===== config.mk =====
export PLATFORM = sky130hd
export DESIGN_NAME = timer_display
export DESIGN_NICKNAME = d
export VERILOG_FILES = /design/src/rtl/display_pkg.sv /design/src/rtl/timer_display_bin2bcd.sv /design/src/rtl/timer_display.sv
export SDC_FILE = /design/constraint.sdc
export NUM_CORES = 1
export LEC_CHECK = 0
export ABC_AREA = 1
export CORE_MARGIN = 5
export CORE_UTILIZATION = 35
export CTS_CLUSTER_SIZE = 12
export DETAILED_ROUTE_END_ITERATION = 12
export PLACE_DENSITY = 0.47
export SETUP_SLACK_MARGIN = 0.4
export SKIP_CTS_REPAIR_TIMING = 1
export SLEW_MARGIN = 10
export SYNTH_ARGS = -nofsm -noshare
export SYNTH_HDL_FRONTEND = slang
export SYNTH_HIERARCHICAL = 1
export SYNTH_SLANG_ARGS = --single-unit

===== constraint.sdc =====
create_clock -name clk -period 5 [get_ports clk]
set_clock_uncertainty 0.15 [all_clocks]
set_input_delay 0.5 -clock clk [delete_from_list [all_inputs] [get_ports clk]]
set_output_delay 0.5 -clock clk [all_outputs]
set_load 0.01 [all_outputs]

===== src/rtl/display_pkg.sv =====
// Shared constants and types for the timer display: segment codes, converter
// states, display modes and the small conversion helpers.
package display_pkg;

    // Segment patterns, {g,f,e,d,c,b,a}, active-low
    localparam logic [6:0] SEG_BLANK = 7'b1111111;
    localparam logic [6:0] SEG_DASH  = 7'b0111111;
    localparam logic [6:0] SEG_L     = 7'b1000111;
    localparam logic [6:0] SEG_O     = 7'b1000000;
    localparam logic [6:0] SEG_S     = 7'b0010010;
    localparam logic [6:0] SEG_E     = 7'b0000110;

    typedef enum logic [1:0] {
        CONV_IDLE,
        CONV_LOAD,
        CONV_SHIFT,
        CONV_COMMIT
    } conv_state_t;

    typedef enum logic [1:0] {
        MODE_NORMAL,
        MODE_LOW,
        MODE_TIMEOUT,
        MODE_LOSE
    } mode_t;

    // Decimal digit to segment pattern; anything above 9 shows blank
    function automatic logic [6:0] bcd_to_seg(input logic [3:0] d);
        logic [6:0] s;
        case (d)
            4'd0:    s = 7'b1000000;
            4'd1:    s = 7'b1111001;
            4'd2:    s = 7'b0100100;
            4'd3:    s = 7'b0110000;
            4'd4:    s = 7'b0011001;
            4'd5:    s = 7'b0010010;
            4'd6:    s = 7'b0000010;
            4'd7:    s = 7'b1111000;
            4'd8:    s = 7'b0000000;
            4'd9:    s = 7'b0010000;
            default: s = SEG_BLANK;
        endcase
        return s;
    endfunction

    // Double-dabble correction: a nibble of 5 or more gets 3 added before the shift
    function automatic logic [3:0] add3(input logic [3:0] n);
        return (n >= 4'd5) ? n + 4'd3 : n;
    endfunction

endpackage


===== src/rtl/timer_display_bin2bcd.sv =====
// Sequential double-dabble converter. start is accepted only while idle;
// the operand is latched in LOAD, eight add-3/shift steps follow, and done
// pulses in COMMIT while tens/ones carry the finished result.
module bin2bcd_seq
    import display_pkg::*;
(
    input  logic       clk,
    input  logic       rst,
    input  logic       start,
    input  logic [7:0] din,
    output logic       busy,
    output logic       done,
    output logic       load,
    output logic [3:0] tens,
    output logic [3:0] ones
);

    conv_state_t state;
    conv_state_t state_next;
    // {hundreds, tens, ones, binary}
    logic [19:0] sr;
    logic [19:0] sr_adj;
    logic [2:0]  shift_cnt;

    assign tens = sr[15:12];
    assign ones = sr[11:8];

    // Converter state register
    always_ff @(posedge clk or negedge rst) begin
        if (!rst) begin
            state <= CONV_IDLE;
        end else begin
            state <= state_next;
        end
    end

    // Next state and handshake strobes
    always_comb begin
        state_next = state;
        busy       = 1'b1;
        done       = 1'b0;
        load       = 1'b0;
        case (state)
            CONV_IDLE: begin
                busy = 1'b0;
                if (start) begin
                    state_next = CONV_LOAD;
                end
            end
            CONV_LOAD: begin
                load       = 1'b1;
                state_next = CONV_SHIFT;
            end
            CONV_SHIFT: begin
                if (shift_cnt == 3'd7) begin
                    state_next = CONV_COMMIT;
                end
            end
            CONV_COMMIT: begin
                done       = 1'b1;
                state_next = CONV_IDLE;
            end
            default: state_next = CONV_IDLE;
        endcase
    end

    // Add-3 correction of every BCD nibble ahead of the next shift
    always_comb begin
        sr_adj        = sr;
        sr_adj[19:16] = add3(sr[19:16]);
        sr_adj[15:12] = add3(sr[15:12]);
        sr_adj[11:8]  = add3(sr[11:8]);
    end

    // Shift register and step counter
    always_ff @(posedge clk or negedge rst) begin
        if (!rst) begin
            sr        <= '0;
            shift_cnt <= '0;
        end else begin
            case (state)
                CONV_LOAD: begin
                    sr        <= {12'd0, din};
                    shift_cnt <= '0;
                end
                CONV_SHIFT: begin
                    sr        <= sr_adj << 1;
                    shift_cnt <= shift_cnt + 3'd1;
                end
                default: begin
                    sr        <= sr;
                    shift_cnt <= shift_cnt;
                end
            endcase
        end
    end

endmodule


===== src/rtl/timer_display.sv =====
// 4-digit multiplexed 7-segment driver for the countdown timer. Clamps the
// seconds value, converts it to BCD on change, scans the anodes and picks
// the shown content by mode: lose > timeout > low-time blink > normal.
module timer_display
    import display_pkg::*;
#(
    parameter int CLK_HZ       = 100_000_000,
    parameter int REFRESH_HZ   = 1000,
    parameter int BLINK_HZ     = 2,
    parameter int BLINK_THRESH = 10
) (
    input  logic       clk,
    input  logic       rst,
    input  logic [7:0] seconds,
    input  logic       score_zero,
    input  logic       lose,
    output logic [6:0] seg,
    output logic       dp,
    output logic [3:0] an
);

    localparam int DIGIT_CYC = CLK_HZ / (REFRESH_HZ * 4);
    localparam int HALF_CYC  = CLK_HZ / (BLINK_HZ * 2);
    localparam int PW        = (DIGIT_CYC > 1) ? $clog2(DIGIT_CYC) : 1;
    localparam int BW        = (HALF_CYC > 1) ? $clog2(HALF_CYC) : 1;
    localparam logic [PW-1:0] PRESC_MAX = PW'(DIGIT_CYC - 1);
    localparam logic [BW-1:0] BLINK_MAX = BW'(HALF_CYC - 1);

    logic [7:0]    v;
    logic [7:0]    last_conv;
    logic          conv_start;
    logic          conv_busy;
    logic          conv_done;
    logic          conv_load;
    logic [3:0]    conv_tens;
    logic [3:0]    conv_ones;
    logic [3:0]    bcd_tens;
    logic [3:0]    bcd_ones;
    logic [PW-1:0] presc;
    logic [1:0]    scan_idx;
    logic [BW-1:0] blink_cnt;
    logic          blink_hidden;
    logic          low_range;
    mode_t         mode;
    logic [6:0]    seg_next;
    logic [3:0]    an_next;

    // Anything above two digits is shown as 99
    assign v          = (seconds > 8'd99) ? 8'd99 : seconds;
    assign conv_start = !conv_busy && (v != last_conv);
    assign low_range  = (int'(v) <= BLINK_THRESH);
    assign dp         = 1'b1;

    bin2bcd_seq u_conv (
        .clk   (clk),
        .rst   (rst),
        .start (conv_start),
        .din   (v),
        .busy  (conv_busy),
        .done  (conv_done),
        .load  (conv_load),
        .tens  (conv_tens),
        .ones  (conv_ones)
    );

    // Remember the operand taken by the converter; the reset value forces a first conversion
    always_ff @(posedge clk or negedge rst) begin
        if (!rst) begin
            last_conv <= 8'hFF;
        end else if (conv_load) begin
            last_conv <= v;
        end
    end

    // Displayed digits change only when a conversion commits
    always_ff @(posedge clk or negedge rst) begin
        if (!rst) begin
            bcd_tens <= 4'd0;
            bcd_ones <= 4'd0;
        end else if (conv_done) begin
            bcd_tens <= conv_tens;
            bcd_ones <= conv_ones;
        end
    end

    // Per-digit prescaler and scan index
    always_ff @(posedge clk or negedge rst) begin
        if (!rst) begin
            presc    <= '0;
            scan_idx <= 2'd0;
        end else if (presc == PRESC_MAX) begin
            presc    <= '0;
            scan_idx <= scan_idx + 2'd1;
        end else begin
            presc <= presc + PW'(1);
        end
    end

    // Display mode by priority
    always_comb begin
        if (lose) begin
            mode = MODE_LOSE;
        end else if (score_zero) begin
            mode = MODE_TIMEOUT;
        end else if (low_range) begin
            mode = MODE_LOW;
        end else begin
            mode = MODE_NORMAL;
        end
    end

    // Blink phase runs only in low mode and restarts visible on every entry
    always_ff @(posedge clk or negedge rst) begin
        if (!rst) begin
            blink_cnt    <= '0;
            blink_hidden <= 1'b0;
        end else if (mode != MODE_LOW) begin
            blink_cnt    <= '0;
            blink_hidden <= 1'b0;
        end else if (blink_cnt == BLINK_MAX) begin
            blink_cnt    <= '0;
            blink_hidden <= ~blink_hidden;
        end else begin
            blink_cnt <= blink_cnt + BW'(1);
        end
    end

    // Content of the digit currently selected by the scan
    always_comb begin
        seg_next = SEG_BLANK;
        an_next  = ~(4'b0001 << scan_idx);
        case (mode)
            MODE_LOSE: begin
                case (scan_idx)
                    2'd3:    seg_next = SEG_L;
                    2'd2:    seg_next = SEG_O;
                    2'd1:    seg_next = SEG_S;
                    default: seg_next = SEG_E;
                endcase
            end
            MODE_TIMEOUT: begin
                if (scan_idx <= 2'd1) begin
                    seg_next = SEG_DASH;
                end
            end
            default: begin
                if (scan_idx == 2'd1) begin
                    seg_next = bcd_to_seg(bcd_tens);
                end else if (scan_idx == 2'd0) begin
                    seg_next = bcd_to_seg(bcd_ones);
                end
                if (mode == MODE_LOW && blink_hidden) begin
                    an_next = 4'b1111;
                end
            end
        endcase
    end

    // Registered anode and segment outputs, dark while in reset
    always_ff @(posedge clk or negedge rst) begin
        if (!rst) begin
            an  <= 4'b1111;
            seg <= SEG_BLANK;
        end else begin
            an  <= an_next;
            seg <= seg_next;
        end
    end

endmodule


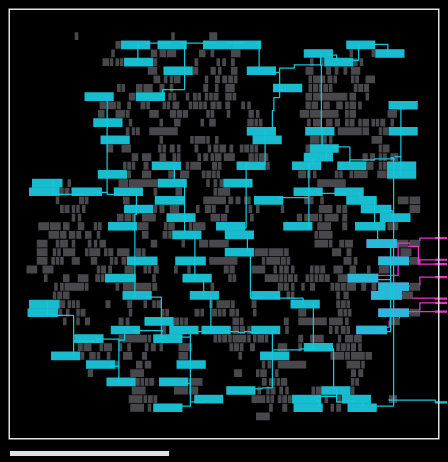
(run_1/port_trees.png)
Bar = 50 um.
seg: drawn in magenta, bits 7, direction output, edge right, end cells 7, wire 90.7 um. rst: drawn in cyan, bits 1, direction input, edge right, end cells 91, wire 878 um.

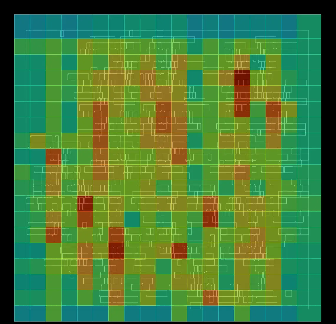
(run_1/congestion_map.png)
fin util: 40.0%
grt peak-use layer: met2

==> out/qor.csv, run 1 <==
stage,metric,value,unit
outcome,status,finished clean,
layout,Regs by FF count,"blink_cnt (25), u_conv/sr (16), presc (15)",
layout,"Net count, final",728,
layout,logic share of the area,43.3,%
floorplanning,core area,15200,um^2
timing,final setup vio count,0,
routing,drt wl/cell,13.3,um
critical_path,worst setup path startpoint,lose,
floorplanning,die height,135,um
placed_design,GPL Wtd Cong,0.862,
grt,grt ovf,0,
critical_path,Setup crit end,blink_cnt[6],
routing,DRT met1 WL,5650,um
power,comb pwr,0.534,mW
floorplanning,row count,45,
power,sequential cell power,0.915,mW
grt,global-route wire length before repair,20600,um
timing,unrepaired setup endpoints after global routing,false,
layout,area grow syn2layout,11.6,%
critical_path,Critical Path RT,5110,ps
grt,met3 global-route usage,2.72,%
timing,final hold violations,0,
routing,antenna-violating nets left,0,
clock_tree,clk_lat worst skew,350,ps
timing,setup TNS,0,ps
logic_synthesis,Post-synth EDFFs,0,
critical_path,critical register-to-register path endpoint,blink_cnt[6],
routing,Final Routed Wirelength,11700,um
layout,Comb gate area,2630,um^2
timing,Max Clk Rate,395,MHz
power,Net Sw Frac,33.6,%
grt,vias in the first global route,4369,
layout,ClkCell Share,5.05,%
critical_path,crit-path cells,clkdlybuf4s50_1 > nor2_2 > nand3_1 > nor2_4 > nand3_2 > a21oi_1,
layout,layout cells sized above 1,13.2,%
logic_synthesis,area fraction in mux cells,0,%
clock_tree,clock sink count,91,
critical_path,Crit path max-delay family,simple AND/OR/NAND/NOR gates,
critical_path,Worst Path Arrival,2640,ps
floorplanning,fp util,35.8,%
critical_path,crit path capture type,flip-flop,
flow_run,# Max-Cap Violations,0,
layout,Top class by area,multi-input combinational cells,
logic_synthesis,yosys cell count,670,
timing,Slew @ Worst Pin,671,ps
routing,Routed met2 length,5380,um
grt,gr usage total,13.9,%
grt,antenna violations before repair,0,
logic_synthesis,main flop type,dfrtp_1,
power,Worst VDD drop,0.216,mV
layout,#MultiIn Comb,462,
layout,Flop Count,91,
routing,drt first-iter violations,234,
layout,FILL cells,1559,
critical_path,Worst R2R Start,blink_cnt[16],
power,Logic pwr share,24.7,%
power,Clock Power Share,33.0,%
placed_design,hpwl dp,8690,um
layout,sequential cell area,2300,um^2
power,Top Consumer,registers,
critical_path,CP max stage delay,580,ps
clock_tree,H-Tree Depth,3,
logic_synthesis,AO/OA Area Share,8.55,%
logic_synthesis,Adder Area Share,6.67,%
clock_tree,CTS tree,yes,
clock_tree,root buf cell,clkbuf_16,
floorplanning,Ports,24,
clock_tree,CTS Buffer Depth,2,
timing,Max-slew headroom,55.3,%
critical_path,WS Path Type,in2reg,
routing,Residual DRC,0,
layout,clock buffer count,9,
grt,largest net degree at the start of global routing,51,
layout,bufs w/o clock,23,
placed_design,pre-CTS WS,2050,ps
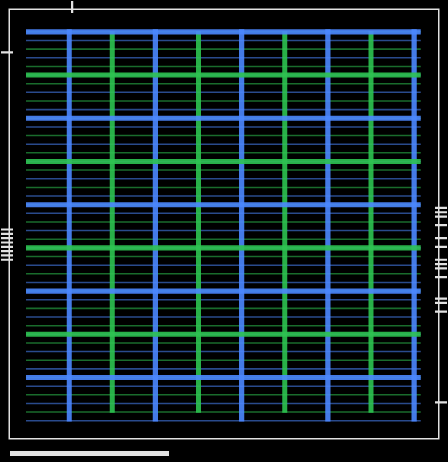
(run_1/floorplan.png)
Bar = 50 um. Pins as bars on the die edge.
VSS: drawn in blue. VDD: drawn in green.
9 straps on met4. 46 met1 rails follow the rows. The core has 45 rows. 9 straps on met5. 24 signal pins sit on the boundary.

==> run 1: cells in the mapped netlist (3+ instances only) <==
| cell | n | area share [%] |
|---|---|---|
| inv_2 | 6 | 0.41 |
| ha_1 | 29 | 6.7 |
| nor2_2 | 24 | 2.8 |
| buf_4 | 9 | 1.2 |
| dfrtp_1 | 72 | 33 |
| buf_6 | 5 | 1.0 |
| o21ai_0 | 45 | 4.1 |
| nor3_1 | 12 | 1.1 |
| dfstp_2 | 19 | 9.2 |
| o22ai_1 | 4 | 0.46 |
| nand3_1 | 49 | 4.5 |
| nand2_1 | 139 | 9.6 |
| o21ai_1 | 4 | 0.37 |
| nor2_4 | 3 | 0.62 |
| inv_1 | 92 | 6.3 |
| xor2_1 | 19 | 3.1 |
| nand4_1 | 26 | 3.0 |
| nand2_2 | 6 | 0.69 |
| a21oi_1 | 9 | 0.83 |
| o211ai_1 | 10 | 1.4 |
| nand3_2 | 5 | 0.92 |
| a32oi_1 | 4 | 0.64 |
| nor2_1 | 50 | 3.4 |
==> run 1: placed cells by master (no fill, tap or decap), types with 10 or more instances in the layout <==
master           instances
nor2_2                  24
ha_1                    29
nand4_1                 26
nor2_1                  50
clkdlybuf4s50_1         21
dfstp_2                 19
xor2_1                  19
o211ai_1                10
nand3_1                 49
nand2_1                139
nor3_1                  12
dfrtp_1                 72
o21ai_0                 45
inv_1                   92
==> run 1: through the flow <==
step	total power, mW	hold slack, ps	instance area [um^2]	util [%]	std cells
after floorplan	1.32	54.4	5440	-	670
after global placement	1.46	303	5770	37.9	864
after detailed placement	1.47	303	5770	37.9	864
after CTS	2.20	65.9	6070	40.0	880
after global routing	2.32	85.4	6070	40.0	880
final	2.16	32.6	6070	40.0	880
==> run_1/util_map.png <==
Bar = 50 um. 13 x 13 tiles, from black (low) to pale yellow (high), 0 to 100% covered.
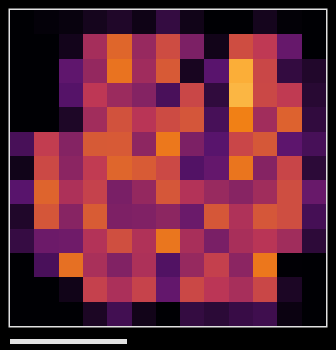

==> run 1 -> run 2 <==
clock period = 2.65 ns   (was 5 ns; I/O delays follow)
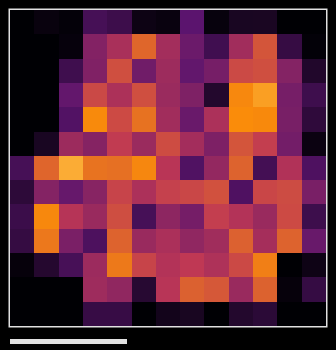
(run_2/util_map.png)
Bar = 50 um. 13 x 13 tiles, from black (low) to pale yellow (high), 0 to 100% covered.
The mean over all tiles is 33%. 17% of the tiles are nearly empty. The densest ninth of the die: center.

==> run 2 against run 1 <==
  * Via count rose by 0.40%
  * Sequential power rose by 89%
  * Non-clock buffer count rose by 4
  * Count of clock-buffer cells in the layout rose by 2
  * Critical endpoint is now blink_cnt[15]
  * Synthesized area did not move
  * Global-route usage fell by 0.42 points
  * Synthesized cell count did not move
  * Core utilization rose by 0.39 points
  * Final cell count rose by 0.45%
==> out/qor.csv, run 2 <==
stage,metric,value,unit,change
layout,Regs by FF count,"blink_cnt (25), u_conv/sr (16), presc (15)",,unchanged
layout,design area,6130,um^2,was 6070 um^2
power,total power,4.13,mW,was 2.16 mW
layout,final std cells w/o fill,884,,was 880
critical_path,Critical Path Start Type,flip-flop,,was input port
grt,antenna violations before repair,0,,unchanged
layout,most frequent logic cell in the layout,nand2_1,,unchanged
timing,WHS,317,ps,was 32.6 ps
floorplanning,die height,135,um,unchanged
clock_tree,clk_lat worst skew,330,ps,was 350 ps
logic_synthesis,most frequent cell after synthesis,nand2_1,,unchanged
routing,Final Routed Wirelength,11500,um,"was 11,700 um"
routing,antenna-violating nets left,0,,unchanged
logic_synthesis,largest area contributor in the netlist,dfrtp_1,,unchanged
timing,final setup vio count,0,,unchanged
clock_tree,CTS Buffer Depth,2,,unchanged
placed_design,pre-CTS WS,418,ps,was 2050 ps
critical_path,Critical Path RT,2710,ps,was 5110 ps
critical_path,crit path capture type,flip-flop,,unchanged
floorplanning,fp util,35.8,%,unchanged
flow_run,# Max-Cap Violations,0,,unchanged
logic_synthesis,yosys cell count,670,,unchanged
timing,unrepaired setup endpoints after global routing,false,,unchanged
layout,layout cells sized above 1,13.4,%,was 13.2%
logic_synthesis,Post-synth EDFFs,0,,unchanged
power,Net Sw Frac,31.4,%,was 33.6%
timing,final hold violations,0,,unchanged
clock_tree,root buf cell,clkbuf_16,,unchanged
placed_design,GPL Wtd Cong,0.848,,was 0.862
logic_synthesis,"Seq share, synth",42.3,%,unchanged
clock_tree,H-Tree Depth,3,,unchanged
critical_path,Worst Path Arrival,2110,ps,was 2640 ps
timing,Slew @ Worst Pin,550,ps,was 671 ps
routing,Residual DRC,0,,unchanged
outcome,status,finished clean,,unchanged
grt,largest net degree at the start of global routing,51,,unchanged
power,Leakage,2.76,nW,was 2.73 nW
floorplanning,die area,18100,um^2,unchanged
floorplanning,Ports,24,,unchanged
floorplanning,core area,15200,um^2,unchanged
timing,Max Clk Rate,488,MHz,
layout,area grow syn2layout,12.6,%,was 11.6%
grt,vias in the first global route,4211,,"was 4,369"
layout,FILL cells,1557,,"was 1,559"
logic_synthesis,main flop type,dfrtp_1,,unchanged
power,Worst VDD drop,0.344,mV,was 0.216 mV
layout,most frequent cells in the layout,"nand2_1 (139), inv_1 (92), dfrtp_1 (72), nor2_1 (50), nand3_1 (49)",,unchanged
logic_synthesis,fraction of registers with async set/reset,100,%,unchanged
clock_tree,clock sink count,91,,unchanged
clock_tree,CTS tree,yes,,unchanged
critical_path,WS Path Type,reg2reg,,was in2reg
placed_design,placed cells,867,,was 864
logic_synthesis,"top cells, area","dfrtp_1 (33%), nand2_1 (9.6%), dfstp_2 (9.2%), ha_1 (6.7%), inv_1 (6.3%)",,unchanged
grt,grt ovf,0,,unchanged
layout,"Net count, final",732,,was 728
timing,Max-slew headroom,63.3,%,was 55.3%
logic_synthesis,Syn Area/Cell,8.13,um^2,unchanged
logic_synthesis,"top cells by count, synth","nand2_1 (139), inv_1 (92), dfrtp_1 (72), nor2_1 (50), nand3_1 (49)",,unchanged
grt,global-route wire length before repair,20000,um,"was 20,600 um"
power,Clock Power Share,33.6,%,was 33.0%
routing,drt first-iter violations,274,,was 234
placed_design,hpwl dp,8570,um,was 8690 um
floorplanning,row count,45,,unchanged
placed_design,Area after DPL,5800,um^2,was 5770 um^2
power,Logic pwr share,24.4,%,was 24.7%
timing,setup TNS,0,ps,unchanged
logic_synthesis,"area share, top type",33.1,%,unchanged
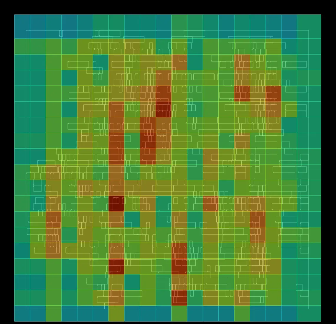
(run_2/congestion_map.png)
met1 Track Usage GR: 18.8%
grt met2 use: 21.3%
gr usage total: 13.5%
fin util: 40.3%
drt wl/cell: 13.1 um

run 2: cell counts after synthesis:
Identical to the previous run, type by type.
run 2: power groups by stage:
stage                     sequential, mW  clock (mW)  combinational [mW]
final                               1.73        1.39                1.01
after global routing                1.76        1.49                1.21
after CTS                           1.73        1.44                1.03
after detailed placement            1.75           0                1.03
after global placement              1.75           0                1.02
after floorplan                     1.74           0               0.749
run 2: critical path: stages (launching register included):
cell and delay [ps]:
dfrtp_1 450, ha_1 220, nand2_2 80, nor2_4 140, nand3_4 140, nor2_4 110, nand3_1 120, nand3_2 110
buf_4 340, nor2_2 80
run 2: cell families (layout without fill, tap and decap cells):
kind of cell    count (synthesis)  in the layout  synth area share (%)
compound gates                 81             81                  8.55
fa+ha+maj                      29             29                  6.67
xor+xnor                       21             21                  3.38
simple gates                  329            329                  29.6
buf+inv                       117            143                  9.42
other cells                     2              2                 0.138
flops                          91             91                  42.3
run 2: final cells by class:
type                    count  area, um^2  share of cell area, %
multi-input cells         462        2630                   42.9
inverters                 100         375                   6.12
clock inverters             5        77.6                   1.27
clock buffers              11         243                   3.96
repair buffers             27         270                   4.41
well taps                 188         235                   3.84
flip-flops and latches     91        2300                   37.5
run 2: worst paths after layout:
check	startpoint	endpoint	slack [ps]
worst max-delay path	blink_cnt[0]	blink_cnt[15]	600
worst min-delay path	rst	presc[9]	320
worst max register to register	blink_cnt[0]	blink_cnt[15]	600
worst min register to register	last_conv[7]	last_conv[7]	320
max in group asynchronous	rst	last_conv[4]	1330
min in group clk	last_conv[7]	last_conv[7]	320
run 2: layer usage:
layer / vias to the layer above / track usage, % / share of wire [%]
li1: 2209 / - / -
met1: 2025 / 18.8 / 50
met2: 70 / 21.3 / 45
met3: 10 / 2.24 / 2.9
met4: 0 / 4.52 / 1.3
met5: - / 0 / 0
==> run_2/port_trees.png <==
Bar = 50 um.
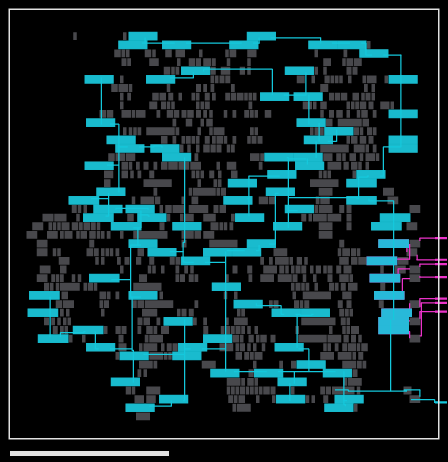

==> run 2 -> run 3 <==
clock period = 1.9 ns   (was 2.65 ns; I/O delays follow)
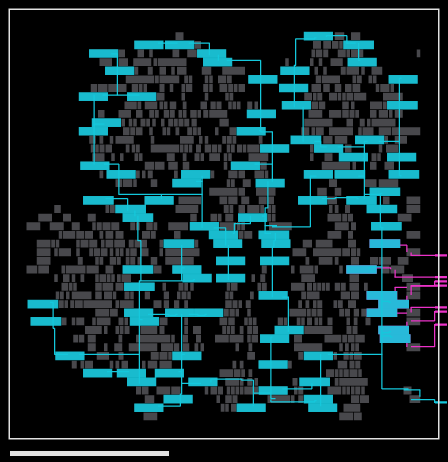
(run_3/port_trees.png)
Bar = 50 um.
seg: drawn in magenta, bits 7, direction output, edge right, end cells 7, wire 105 um. rst: drawn in cyan, bits 1, direction input, edge right, end cells 91, wire 869 um.

==> run 3 against run 2 <==
  * Final cell count grew 6.8%
  * Critical path depth is the same
  * Combinational power up 86%
  * Sequential share of layout area is 5.0 points lower
  * Via count is 7.2% higher
  * Clock power grew 43%
  * Routed wire length rose by 9.2%
  * Worst hold slack got worse by 120 ps
  * Non-clock buffer count is 56 higher
  * Global-route usage up 0.27 points
  * Largest cell class unchanged
==> out/qor.csv, run 3 <==
stage,metric,value,unit,change
power,comb pwr,1.88,mW,was 1.01 mW
critical_path,Critical Path Start Type,flip-flop,,unchanged
floorplanning,fp util,35.8,%,unchanged
critical_path,worst setup path startpoint,blink_cnt[1],,was blink_cnt[0]
grt,gr usage total,13.7,%,was 13.5%
timing,setup TNS,0,ps,unchanged
power,Logic pwr share,29.9,%,was 24.4%
logic_synthesis,Post-synth EDFFs,0,,unchanged
floorplanning,Ports,24,,unchanged
clock_tree,clock sink count,91,,unchanged
logic_synthesis,fraction of registers with async set/reset,100,%,unchanged
layout,most frequent cells in the layout,"nand2_1 (127), inv_1 (74), dfrtp_1 (65), buf_4 (49), nand3_1 (46)",,"was nand2_1 (139), inv_1 (92), dfrtp_1 (72), nor2_1 (50), nand3_1 (49)"
floorplanning,row count,45,,unchanged
power,Net Sw Frac,32.8,%,was 31.4%
layout,fin util,46.7,%,was 40.3%
grt,grt ovf,0,,unchanged
routing,Final Routed Wirelength,12600,um,"was 11,500 um"
floorplanning,core area,15200,um^2,unchanged
critical_path,critical register-to-register path endpoint,blink_cnt[9],,was blink_cnt[15]
clock_tree,clk_lat worst skew,350,ps,was 330 ps
routing,antenna-violating nets left,0,,unchanged
routing,Residual DRC,0,,unchanged
logic_synthesis,"area share, top type",33.1,%,unchanged
outcome,status,finished clean,,unchanged
timing,final hold violations,0,,unchanged
clock_tree,root buf cell,clkbuf_16,,unchanged
layout,most frequent logic cell in the layout,nand2_1,,unchanged
critical_path,Critical Path RT,1990,ps,was 2710 ps
clock_tree,CTS tree,yes,,unchanged
critical_path,Worst R2R Start,blink_cnt[1],,was blink_cnt[0]
power,Top Consumer,registers,,unchanged
layout,area grow syn2layout,30.4,%,was 12.6%
floorplanning,die area,18100,um^2,unchanged
placed_design,placed cells,890,,was 867
placed_design,Area after DPL,6050,um^2,was 5800 um^2
timing,unrepaired setup endpoints after global routing,true,,was false
power,Clock Power Share,31.6,%,was 33.6%
critical_path,Setup crit end,blink_cnt[9],,was blink_cnt[15]
power,Leakage,3.30,nW,was 2.76 nW
grt,largest net degree at the start of global routing,34,,was 51
floorplanning,die height,135,um,unchanged
logic_synthesis,"Seq share, synth",42.3,%,unchanged
layout,layout cells sized above 1,30.6,%,was 13.4%
grt,antenna violations before repair,0,,unchanged
layout,"Net count, final",792,,was 732
critical_path,Worst Path Arrival,1890,ps,was 2110 ps
logic_synthesis,main flop type,dfrtp_1,,unchanged
critical_path,crit path capture type,flip-flop,,unchanged
power,Worst VDD drop,0.653,mV,was 0.344 mV
routing,drt wl/cell,13.4,um,was 13.1 um
placed_design,GPL Wtd Cong,0.864,,was 0.848
logic_synthesis,Syn Area/Cell,8.13,um^2,unchanged
timing,Max Clk Rate,554,MHz,was 488 MHz
layout,Regs by FF count,"blink_cnt (25), u_conv/sr (16), presc (15)",,unchanged
logic_synthesis,"top cells by count, synth","nand2_1 (139), inv_1 (92), dfrtp_1 (72), nor2_1 (50), nand3_1 (49)",,unchanged
layout,final std cells w/o fill,944,,was 884
power,Clock group,1.99,mW,was 1.39 mW
timing,final setup vio count,0,,unchanged
logic_synthesis,largest area contributor in the netlist,dfrtp_1,,unchanged
critical_path,R2R Setup Slk,90,ps,was 600 ps
flow_run,# Max-Cap Violations,0,,unchanged
grt,global-route wire length before repair,20500,um,"was 20,000 um"
logic_synthesis,most frequent cell after synthesis,nand2_1,,unchanged
logic_synthesis,"top cells, area","dfrtp_1 (33%), nand2_1 (9.6%), dfstp_2 (9.2%), ha_1 (6.7%), inv_1 (6.3%)",,unchanged
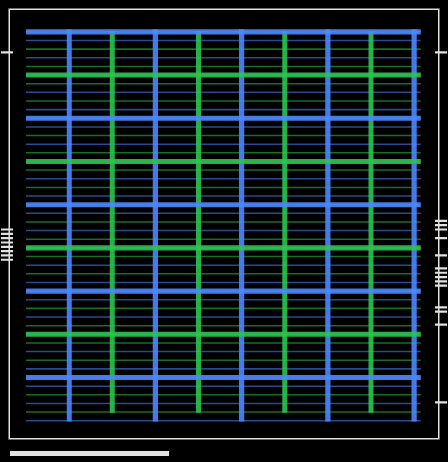
(run_3/floorplan.png)
Bar = 50 um. Pins as bars on the die edge.
VSS: drawn in blue. VDD: drawn in green.
24 signal pins sit on the boundary. 9 straps on met5. 46 met1 rails follow the rows. 9 straps on met4.

run 3: cell counts after synthesis:
Identical to the previous run, type by type.
run 3: critical path: stages, from the launching register on:
cell and delay (ps):
dfrtp_1 350, ha_2 190, nand2_2 70, nor2_4 160
nand3_4 140, nor2_4 150, nand3_4 110, nand3_4 140
clkbuf_16 180, nor2_2 30
run 3: worst min path at each step:
stage / slack [ps] / start / to / depth (start not counted)
after floorplan: -260 / rst / bcd_ones[0] / 0
after global placement: 30 / rst / bcd_tens[0] / 1
after detailed placement: 30 / rst / bcd_tens[0] / 1
after CTS: -350 / rst / presc[2] / 1
after global routing: 260 / rst / scan_idx[0] / 2
final: 190 / rst / bcd_tens[3] / 2
run 3: final cells by class:
class,count,area [um^2]
clock buffers,9,225
repair inverters,3,18.8
flip-flops and latches,91,2310
repair buffers,83,815
clock inverters,7,100
inverters,100,388
well taps,188,235
fillers,1462,8100
multi-input cells,463,3010
run 3: kinds of logic after synthesis:
kind of cell	after synthesis	synth area share, %
simple gates	329	29.6
buf+inv	117	9.42
flops	91	42.3
compound gates	81	8.55
fa+ha+maj	29	6.67
xor+xnor	21	3.38
other cells	2	0.138
run 3: metal layers:
metal  routed length, um  part of all wire, %  track usage [%]
met1                6080                   48             18.8
met2                5980                   47             22.0
met3                 412                  3.3             3.06
met4                 126                  1.0             3.79
met5                   0                    0                0
run 3: through the flow:
step                      setup slack (ps)  hold slack (ps)  power (mW)
after floorplan                        193             -256        3.50
after global placement                -130             25.8        3.92
after detailed placement              -206             27.5        3.95
after CTS                             51.2             -349        5.98
after global routing                  3.58              258        6.71
final                                 94.7              194        6.29
No activity file was given, so power comes from the tool's default toggle rates.
